run_1/registers.png
The bar under the picture is 20 um long.
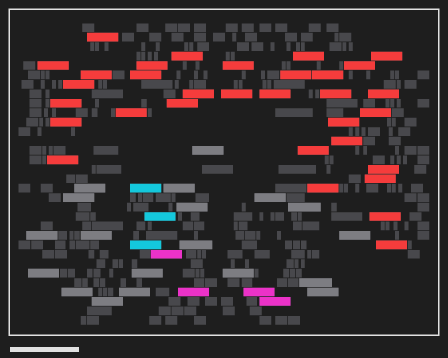
run_1/gate_families.png
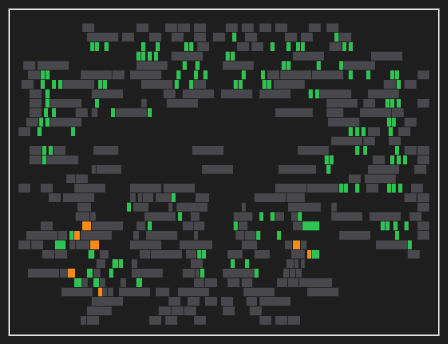
run_1/metal_stack.png
The bar under the picture is 20 um long. Two of the layers only.
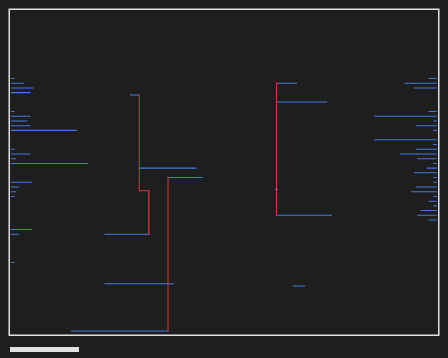
[config.mk]
export PLATFORM = sky130hd
export DESIGN_NAME = core_task_dispatcher
export DESIGN_NICKNAME = d
export VERILOG_FILES = /design/src/rtl/core_task_dispatcher.sv
export SDC_FILE = /design/constraint.sdc
export NUM_CORES = 1
export LEC_CHECK = 0
export CAP_MARGIN = 20
export CORE_ASPECT_RATIO = 0.75
export CORE_MARGIN = 2
export CORE_UTILIZATION = 23
export DETAILED_ROUTE_END_ITERATION = 8
export GPL_ROUTABILITY_DRIVEN = 1
export PLACE_DENSITY_LB_ADDON = 0.2
export SETUP_SLACK_MARGIN = 0.1
export SYNTH_ARGS = -nofsm -noshare
export SYNTH_HDL_FRONTEND = slang
export SYNTH_SLANG_ARGS = --single-unit
[constraint.sdc]
create_clock -name clk -period 1.9 [get_ports clk]
set_input_delay 0.285 -clock clk [delete_from_list [all_inputs] [get_ports clk]]
set_output_delay 0.285 -clock clk [all_outputs]
set_load 0.005 [all_outputs]
[src/rtl/core_task_dispatcher.sv]
// Task dispatcher: pairs incoming task addresses with free core IDs popped from the
// free-core queue, issues held start requests and returns finished cores to the queue.
module core_task_dispatcher #(
    parameter int unsigned CORES  = 4,
    parameter int unsigned ADDR_W = 32
) (
    input  logic                       clk,
    input  logic                       reset_n,
    input  logic                       task_valid,
    input  logic [ADDR_W-1:0]          task_addr,
    output logic                       task_ready,
    input  logic [$clog2(CORES)-1:0]   current_id,
    input  logic                       current_valid,
    output logic                       current_consume,
    output logic [$clog2(CORES)-1:0]   enqueue_id,
    output logic                       enqueue_valid,
    output logic [CORES-1:0]           core_start,
    output logic [ADDR_W-1:0]          core_start_addr,
    input  logic [CORES-1:0]           core_start_ack,
    input  logic [CORES-1:0]           core_done,
    output logic [CORES-1:0]           busy,
    output logic                       init_done
);

    localparam int unsigned IDW    = $clog2(CORES);
    localparam int unsigned SEED_W = $clog2(CORES + 1);

    typedef enum logic [1:0] {
        S_INIT  = 2'd0,
        S_IDLE  = 2'd1,
        S_START = 2'd2
    } state_e;

    state_e              state_q, state_d;
    logic [SEED_W-1:0]   seed_q, seed_d;
    logic [CORES-1:0]    busy_q, busy_d;
    logic [CORES-1:0]    pend_q, pend_d;
    logic [IDW-1:0]      rr_q, rr_d;
    logic [IDW-1:0]      id_q, id_d;
    logic [ADDR_W-1:0]   addr_q, addr_d;
    logic [CORES-1:0]    start_q, start_d;
    logic                task_ready_q, task_ready_d;
    logic                consume_q, consume_d;
    logic                enq_valid_q, enq_valid_d;
    logic [IDW-1:0]      enq_id_q, enq_id_d;
    logic                init_done_q, init_done_d;

    logic                pick_vld;
    logic [IDW-1:0]      pick_id;
    logic                dispatch;

    assign dispatch = task_valid && current_valid;

    // State register
    always_ff @(posedge clk or negedge reset_n) begin
        if (!reset_n) begin
            state_q <= S_INIT;
        end else begin
            state_q <= state_d;
        end
    end

    // Next-state logic
    always_comb begin
        state_d = state_q;
        case (state_q)
            S_INIT:  if (seed_q == SEED_W'(CORES)) state_d = S_IDLE;
            S_IDLE:  if (dispatch) state_d = S_START;
            S_START: if (core_start_ack[id_q]) state_d = S_IDLE;
            default: state_d = S_INIT;
        endcase
    end

    // Round-robin search of pending dones, starting at the rr pointer
    always_comb begin
        int unsigned idx;
        pick_vld = 1'b0;
        pick_id  = '0;
        for (int unsigned k = 0; k < CORES; k++) begin
            idx = (32'(rr_q) + k) % CORES;
            if (!pick_vld && pend_q[idx]) begin
                pick_vld = 1'b1;
                pick_id  = IDW'(idx);
            end
        end
    end

    // Datapath and registered-output next values
    always_comb begin
        seed_d       = seed_q;
        busy_d       = busy_q;
        pend_d       = pend_q;
        rr_d         = rr_q;
        id_d         = id_q;
        addr_d       = addr_q;
        start_d      = start_q;
        task_ready_d = 1'b0;
        consume_d    = 1'b0;
        enq_valid_d  = 1'b0;
        enq_id_d     = enq_id_q;
        init_done_d  = init_done_q;

        if (state_q != S_INIT) begin
            if (pick_vld) begin
                enq_valid_d     = 1'b1;
                enq_id_d        = pick_id;
                pend_d[pick_id] = 1'b0;
                busy_d[pick_id] = 1'b0;
                rr_d            = (pick_id == IDW'(CORES - 1)) ? '0 : pick_id + IDW'(1);
            end
            // A fresh done outranks the clear of its own push
            pend_d = pend_d | (core_done & busy_q);
        end

        case (state_q)
            S_INIT: begin
                if (seed_q != SEED_W'(CORES)) begin
                    enq_valid_d = 1'b1;
                    enq_id_d    = IDW'(seed_q);
                    seed_d      = seed_q + SEED_W'(1);
                end else begin
                    init_done_d = 1'b1;
                end
            end
            S_IDLE: begin
                if (dispatch) begin
                    task_ready_d = 1'b1;
                    consume_d    = 1'b1;
                    id_d         = current_id;
                    addr_d       = task_addr;
                    start_d      = CORES'(1) << current_id;
                end
            end
            S_START: begin
                if (core_start_ack[id_q]) begin
                    start_d      = '0;
                    busy_d[id_q] = 1'b1;
                end
            end
            default: ;
        endcase
    end

    always_ff @(posedge clk or negedge reset_n) begin
        if (!reset_n) begin
            seed_q       <= '0;
            busy_q       <= '0;
            pend_q       <= '0;
            rr_q         <= '0;
            id_q         <= '0;
            addr_q       <= '0;
            start_q      <= '0;
            task_ready_q <= 1'b0;
            consume_q    <= 1'b0;
            enq_valid_q  <= 1'b0;
            enq_id_q     <= '0;
            init_done_q  <= 1'b0;
        end else begin
            seed_q       <= seed_d;
            busy_q       <= busy_d;
            pend_q       <= pend_d;
            rr_q         <= rr_d;
            id_q         <= id_d;
            addr_q       <= addr_d;
            start_q      <= start_d;
            task_ready_q <= task_ready_d;
            consume_q    <= consume_d;
            enq_valid_q  <= enq_valid_d;
            enq_id_q     <= enq_id_d;
            init_done_q  <= init_done_d;
        end
    end

    assign task_ready      = task_ready_q;
    assign current_consume = consume_q;
    assign enqueue_id      = enq_id_q;
    assign enqueue_valid   = enq_valid_q;
    assign core_start      = start_q;
    assign core_start_addr = addr_q;
    assign busy            = busy_q;
    assign init_done       = init_done_q;

endmodule

==> flow_summary.toml, run 1 <==
# physical design summary
[outcome]
outcome = "finished, final reports clean"

[grt]
grt_pass1_wl_mm = 10.60
gr-total-overflow = 0
antenna_found_initial = 0

[detailed_routing]
ant_nets = 0
drt_iter0_markers = 54

[timing]
finalSetupViolCount = 0
tns_ps = 0
slew_headroom = 0.7371
fin_skew_ps = 5.703
tightest_slew_ps = 394.3

[clock_network]
cts_max_level = 3
clkTransAtPathRegs_ps = 50
postCtsSetupBuffers = 0
cts_tree = "yes"
clockBufferDepth = 2

[synth]
synthArstFlopShare = 1.000
most_common_cell = "nand2_1"
yosysWarnings = 0
ys_ff = 58
edf_count = 0
ff_type = "dfrtp_1"
yosys_cells = 255
top_cell_area_share = 0.5906
syn_area_mm2 = 0.002457
top_area_cell = "dfrtp_1"
synth_seq_share = 0.5906

[floorplanning]
die_x_um = 123.4
die_y_um = 93.52
io_pins = 92
core-area_mm2 = 0.01033

[final_layout]
comb_area_um2 = 940.9
drive_gt1_frac = 0.1264
seq_area_frac = 0.3686
final-nonclk-buf-share = 0.2605
fillers = 1062
num-multi-input-gates = 179
inv_count = 9
nClkBuffers = 10
antennaDiodeCount = 0

[placement]
gp_congestion = 0.7362

[pwr]
combinationalPower_mw = 2.65
clk-power_mw = 1.72
power_leader = "combinational cells"
power_density_mw_per_mm2 = 1666

[setup_path]
slowest_stage = "or4_4"
arrival_ps = 1960
worst_setup_path_start_kind = "flop"
worstSetupPathType = "flop to flop"

[worst_hold_path]
min_path_type = "flop to flop"
## Picture notes: registers.png
- red: core_start_addr (placed flops 32)
- magenta: busy (placed flops 4; where bottom centre)
- cyan: seed_q (placed flops 3)
P_seq: 2.20 mW
Final Util: 0.3821

## Picture notes: gate_families.png
- orange: NOR gates (cells 7)
- green: NAND gates (cells 124; most used nand2_1; where spread over the die)
Cell Count, Final, Fillers Out: 500
Commonest Layout Cell: nand2_1
Comb/total area: 0.2384

## Picture notes: metal_stack.png
- red: met4 (wire length 125 um)
- blue: met3 (wire length 348 um)
total number of vias: 2091
wire per inst: 13.12 um
total track usage: 0.1216
Routed WL: 6.560 mm

-- run 1: through the flow --
step / total power, mW / cells / hold WS, ps / cell area [um2] / util
6_report: 6.579 / 500 / 470.6 / 3948 / 0.3821
5_1_grt: 7.078 / 500 / 479.2 / 3948 / 0.3821
4_1_cts: 6.600 / 498 / 472.6 / 3913 / 0.3788
3_5_place_dp: 4.812 / 481 / 323.4 / 3583 / 0.3469
3_3_place_gp: 4.760 / 481 / 317.7 / 3583 / 0.3469
2_1_floorplan: 3.375 / 255 / -10.59 / 2457 / -
-- run 1: per-layer routing --
layer  global-route usage  share of wire  up-vias
li1                     -              -     1037
met2               0.1767           0.43       60
met5                    0              0        -
met4              0.05114          0.019        0
met3              0.04085          0.053        9
met1               0.1640           0.50      985
-- run 1: worst paths after layout --
kind	startpoint	end	slack, ps	depth (start not counted)
max in group asynchronous	reset_n	rr_q[0]	1120	3
min in group asynchronous	reset_n	id_q[0]	490	3
worst min-delay path	core_start_addr[5]	core_start_addr[5]	470	2
worst min register to register	core_start_addr[5]	core_start_addr[5]	470	2
worst max-delay path	pend_q[0]	enqueue_id[0]	150	4
worst max register to register	pend_q[0]	enqueue_id[0]	150	4
-- run 1: cell families after synthesis --
family | synth area share
AND/OR/NAND/NOR | 0.2332
flip-flops | 0.5906
AND-OR/OR-AND | 0.08300
buffers and inverters | 0.03310
adder cells (fa/ha/maj) | 0.03055
multiplexers | 0.02240
XOR/XNOR | 0.007130
-- run 1: flip-flops by register name, summed over array words and instances (netlist names) --
| register | flops |
|---|---|
| pend_q | 4 |
| init_done | 1 |
| enqueue_valid | 1 |
| seed_q | 3 |
| core_start_addr | 32 |
| id_q | 2 |
| current_consume | 1 |
| enqueue_id | 2 |
| core_start | 4 |
| busy | 4 |
| state_q | 2 |
| rr_q | 2 |
==> run 2: changes to the inputs <==
- clock period: 1.9 -> 1.7 ns (I/O delays scaled with it)
==> run 2 against run 1 <==
Effect of this change:
- the run now ends with setup timing left
- clock power about the same
- critical path depth unchanged
- sequential power increased by 13%
- combinational power increased by 26%
- critical endpoint unchanged
- highest routed layer unchanged
==> flow_summary.toml, run 2 <==
# physical design summary
[setup_path]
cp-endpoint = "enqueue_id[0]"
crit_start = "pend_q[3]"
r2r_setup_slack_ps = -40
r2r_cells = 4
slowest_stage = "or4_4"
rr_startpoint = "pend_q[3]"
arrival_ps = 1930
worst_r2r_endpoint = "enqueue_id[0]"

[final_layout]
final_common_cell = "nand2_1"
largest_register_ffs = 32

[pwr]
power_density_mw_per_mm2 = 1860
finalPower_mw = 7.558

[grt]
grt.total_usage = 0.1185
grt_pass1_wl_mm = 10.26
use_met3 = 0.04390
grtUsageMet1 = 0.1644
gr-total-overflow = 0

[detailed_routing]
met2_length_mm = 3.021
met1_length_mm = 3.171
drt_iter0_markers = 92
drt-total-wl_mm = 6.725
ant_nets = 0

[synth]
top_area_cell = "dfrtp_1"
ff_type = "dfrtp_1"
yosysWarnings = 0
ys_ff = 58
synthArstFlopShare = 1.000
edf_count = 0
most_common_cell = "nand2_1"

[timing]
setup_slack_ps = -35.00
fin_skew_ps = 8.770
finalSetupViolCount = 1
slew_headroom = 0.7078
tightest_slew_ps = 438.3
hold_ws_ps = 249.8

[placement]
postPlaceCellArea_mm2 = 0.003630

[clock_network]
cts_tree = "yes"
clockBufferDepth = 2
cts_max_level = 3

[floorplanning]
io_pins = 92
die_x_um = 123.4
die_y_um = 93.52

[outcome]
outcome = "finished, violations left"
violations = "setup timing"

[worst_hold_path]
min_path_type = "input pin to asynchronous set/reset pin"
[run 2: cell counts after synthesis]
Identical to the previous run, type by type.
[run 2: layout make-up]
| type | instances | area, um2 | area share |
|---|---|---|---|
| inverters | 9 | 33.78 | 0.008315 |
| clock inverters | 3 | 40.04 | 0.009855 |
| repair buffers | 113 | 1099 | 0.2704 |
| multi-input cells | 179 | 1015 | 0.2498 |
| flip-flops and latches | 58 | 1459 | 0.3591 |
| well taps | 136 | 170.2 | 0.04188 |
| clock buffers | 12 | 246.5 | 0.06067 |
[run 2: kinds of logic (layout without fill, tap and decap cells)]
kind of cell	Yosys count	count (layout)	share of synthesized area
and+or+nand+nor	137	137	0.2332
DFF	58	58	0.5906
AOI/OAI and AO/OA	29	29	0.08300
buffers and inverters	18	137	0.03310
adders and majority gates	6	6	0.03055
muxes	5	5	0.02240
xor gates and xnor gates	2	2	0.007130
[run 2: power by group]
group	switching (mW)	leakage [nW]	internal (mW)	total, mW
Combinational	1.36	1.01	1.98	3.34
Clock	0.578	0.142	1.16	1.74
Sequential	0.452	0.717	2.03	2.48
[run 2: how the worst min path moves through the flow]
stage | start | end | cells after the start
final | reset_n | init_done | 2
after global routing | reset_n | init_done | 2
after CTS | reset_n | init_done | 2
after detailed placement | reset_n | init_done | 1
after global placement | reset_n | init_done | 1
after floorplan | reset_n | busy[0] | 0
[run 2: what timing repair did]
action / 4_1_cts / 5_1_grt
hold buffers: 1 / 0
hold endpoints to repair: 24 / 0
endpoints found under the setup margin: 14 / 14
pin swaps: 1 / 7
gates resized: 6 / 18
buffers inserted: 0 / 6
[run 2: worst reg2reg max path, stage by stage (launching register included)]
cell and delay (ps):
dfrtp_2 440, or4_4 570, and2_4 170, or2_4 230, o221a_1 210
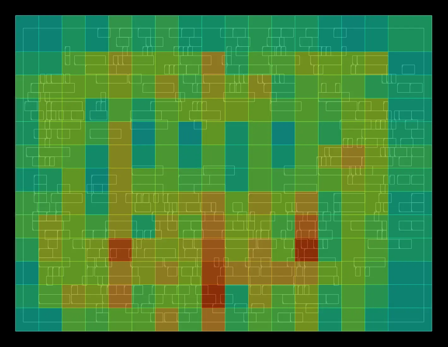
run_2/final_congestion.png
GRT met2 Usage: 0.1644
Final Util: 0.3933
wire per inst: 13.19 um

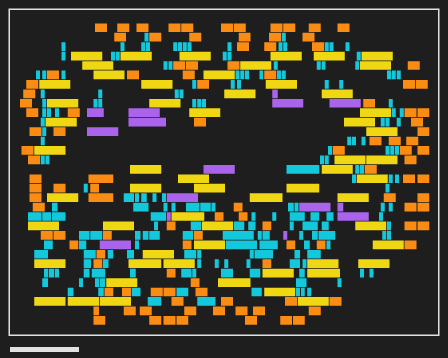
run_2/cell_classes.png
The bar under the picture is 20 um long.
- orange: other buffers and delay cells (cells 113)
- cyan: all other logic (cells 188)
- purple: clock drivers and dummy loads (cells 15)
- yellow: flops (cells 58)
core area: 0.01033 mm2
finished layout cell area: 0.004063 mm2
site row count: 32

==> run 3: changes to the inputs <==
- CORE_MARGIN: 2 -> 1
==> run 3 against run 2 <==
Effect of this change:
- wire length is 2.9% lower
- the run still ends with setup timing left
- clock power is 21% higher
- maximum frequency is 0.99% higher
==> flow_summary.toml, run 3 <==
# physical design summary
[setup_path]
worst_r2r_endpoint = "pend_q[0]"
rr_startpoint = "pend_q[1]"
r2r_setup_slack_ps = -20
arrival_ps = 1920
r2r_cells = 5

[final_layout]
fin_util = 0.3995
largest_register_ffs = 32
final_common_cell = "nand2_1"
flop_area_mm2 = 0.001456
final_cell_area_mm2 = 0.004126
drive_gt1_frac = 0.1968
comb_area_mm2 = 0.001007

[outcome]
violations = "setup timing"
outcome = "finished, violations left"

[timing]
fin_skew_ps = 5.395
final_hold_viol_count = 0
finalSetupViolCount = 3
slew_headroom = 0.7570
hold_ws_ps = 460.6
setup_slack_ps = -17.92
tightest_slew_ps = 364.6

[floorplanning]
rows = 32
die_y_um = 91.52
die_x_um = 121.4

[pwr]
power_density_mw_per_mm2 = 1937
finalPower_mw = 7.991

[worst_hold_path]
worstHoldStart = "task_addr[14]"
hold_path_depth = 3
min_path_type = "input pin to flop"

[synth]
mux_area_frac = 0.02240
most_common_cell = "nand2_1"
xor_area_frac = 0.007128
simple_gate_area_frac = 0.2332
top_area_cell = "dfrtp_1"
ff_type = "dfrtp_1"
ys_sh_adder = 0.03055
ys_ff = 58
ys_area_mm2 = 0.002457
edf_count = 0
netlist_logic_family_top = "simple AND/OR/NAND/NOR gates"
synthArstFlopShare = 1.000
compound_area_frac = 0.08299

[detailed_routing]
drt_iter0_markers = 52
drc = 0
ant_nets = 0

[grt]
grt_pass1_wl_mm = 10.62
gr-total-overflow = 0

[clock_network]
clkTransAtPathRegs_ps = 50
cts_tree = "yes"
clockBufferDepth = 2
==> run 3: worst max path at each step <==
stage                           start             to  cells after the start
floorplan                   pend_q[2]  enqueue_id[0]                      4
global placement    core_start_ack[2]  core_start[2]                      5
detailed placement  core_start_ack[0]  core_start[1]                      5
CTS                         pend_q[0]  enqueue_id[0]                      4
global route                  rr_q[1]      pend_q[2]                      8
finish                      pend_q[1]      pend_q[0]                      5
==> run 3: cell families after synthesis <==
logic type / Yosys count
AND-OR/OR-AND: 29
multiplexers: 5
buffers and inverters: 18
adder cells (fa/ha/maj): 6
flip-flops: 58
AND/OR/NAND/NOR: 137
XOR/XNOR: 2
==> run 3: timing repair <==
| action | CTS | global route |
|---|---|---|
| endpoints found under the hold margin | 58 | 0 |
| setup buffers | 1 | 9 |
| endpoints found under the setup margin | 14 | 14 |
| gates resized | 5 | 21 |
| pin swaps | 1 | 7 |
| hold buffers | 1 | 0 |
==> run 3: per-layer routing <==
metal / wire length [um] / GRT usage / up-vias
met3: 425 / 0.05276 / 4
li1: - / - / 1065
met2: 2912 / 0.1870 / 67
met1: 3139 / 0.1623 / 1036
met4: 55 / 0.04012 / 0
met5: 0 / 0 / -
==> run 3: area by class of cell <==
type                       instances  share of cell area
sequential                        58              0.3529
timing repair buffer             114              0.2680
multi-input combinational        179              0.2441
clock buffer                      11             0.06125
tap                              136             0.04124
clock inverter                     5             0.02426
inverter                           9            0.008187
==> run 3: worst max-delay path, cell delays in order, from the launching register on <==
cell and delay [ps]:
dfrtp_2 440, or4_4 570, nand2_2 110, ha_2 200
a21oi_1 70, a31o_2 210
==> run 3: power by group <==
group          switching, mW  internal, mW  total [mW]
Sequential             0.430          2.02        2.45
Combinational           1.40          2.02        3.43
Clock                  0.607          1.50        2.11
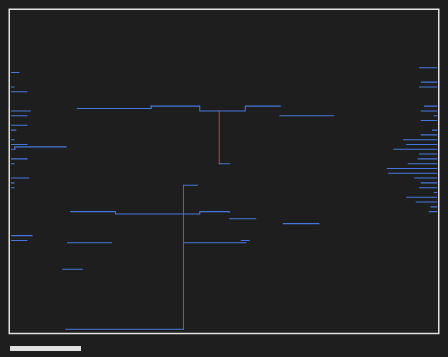
run_3/metal_stack.png
The bar under the picture is 20 um long. Two of the layers only.
- blue: met3 (wire length 425 um)
- red: met4 (wire length 55.8 um)
Routed WL: 6.532 mm
wire per inst: 12.76 um
total number of vias: 2172
total track usage: 0.1253

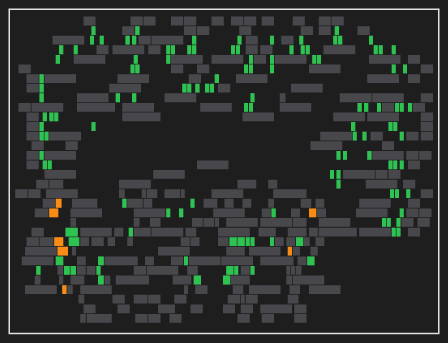
run_3/gate_families.png
- orange: NOR gates (cells 7)
- green: NAND gates (cells 124; most used nand2_1; where spread over the die)
Comb/total area: 0.2441
Cell Count, Final, Fillers Out: 512

Power is estimated from default activity; no workload was simulated.
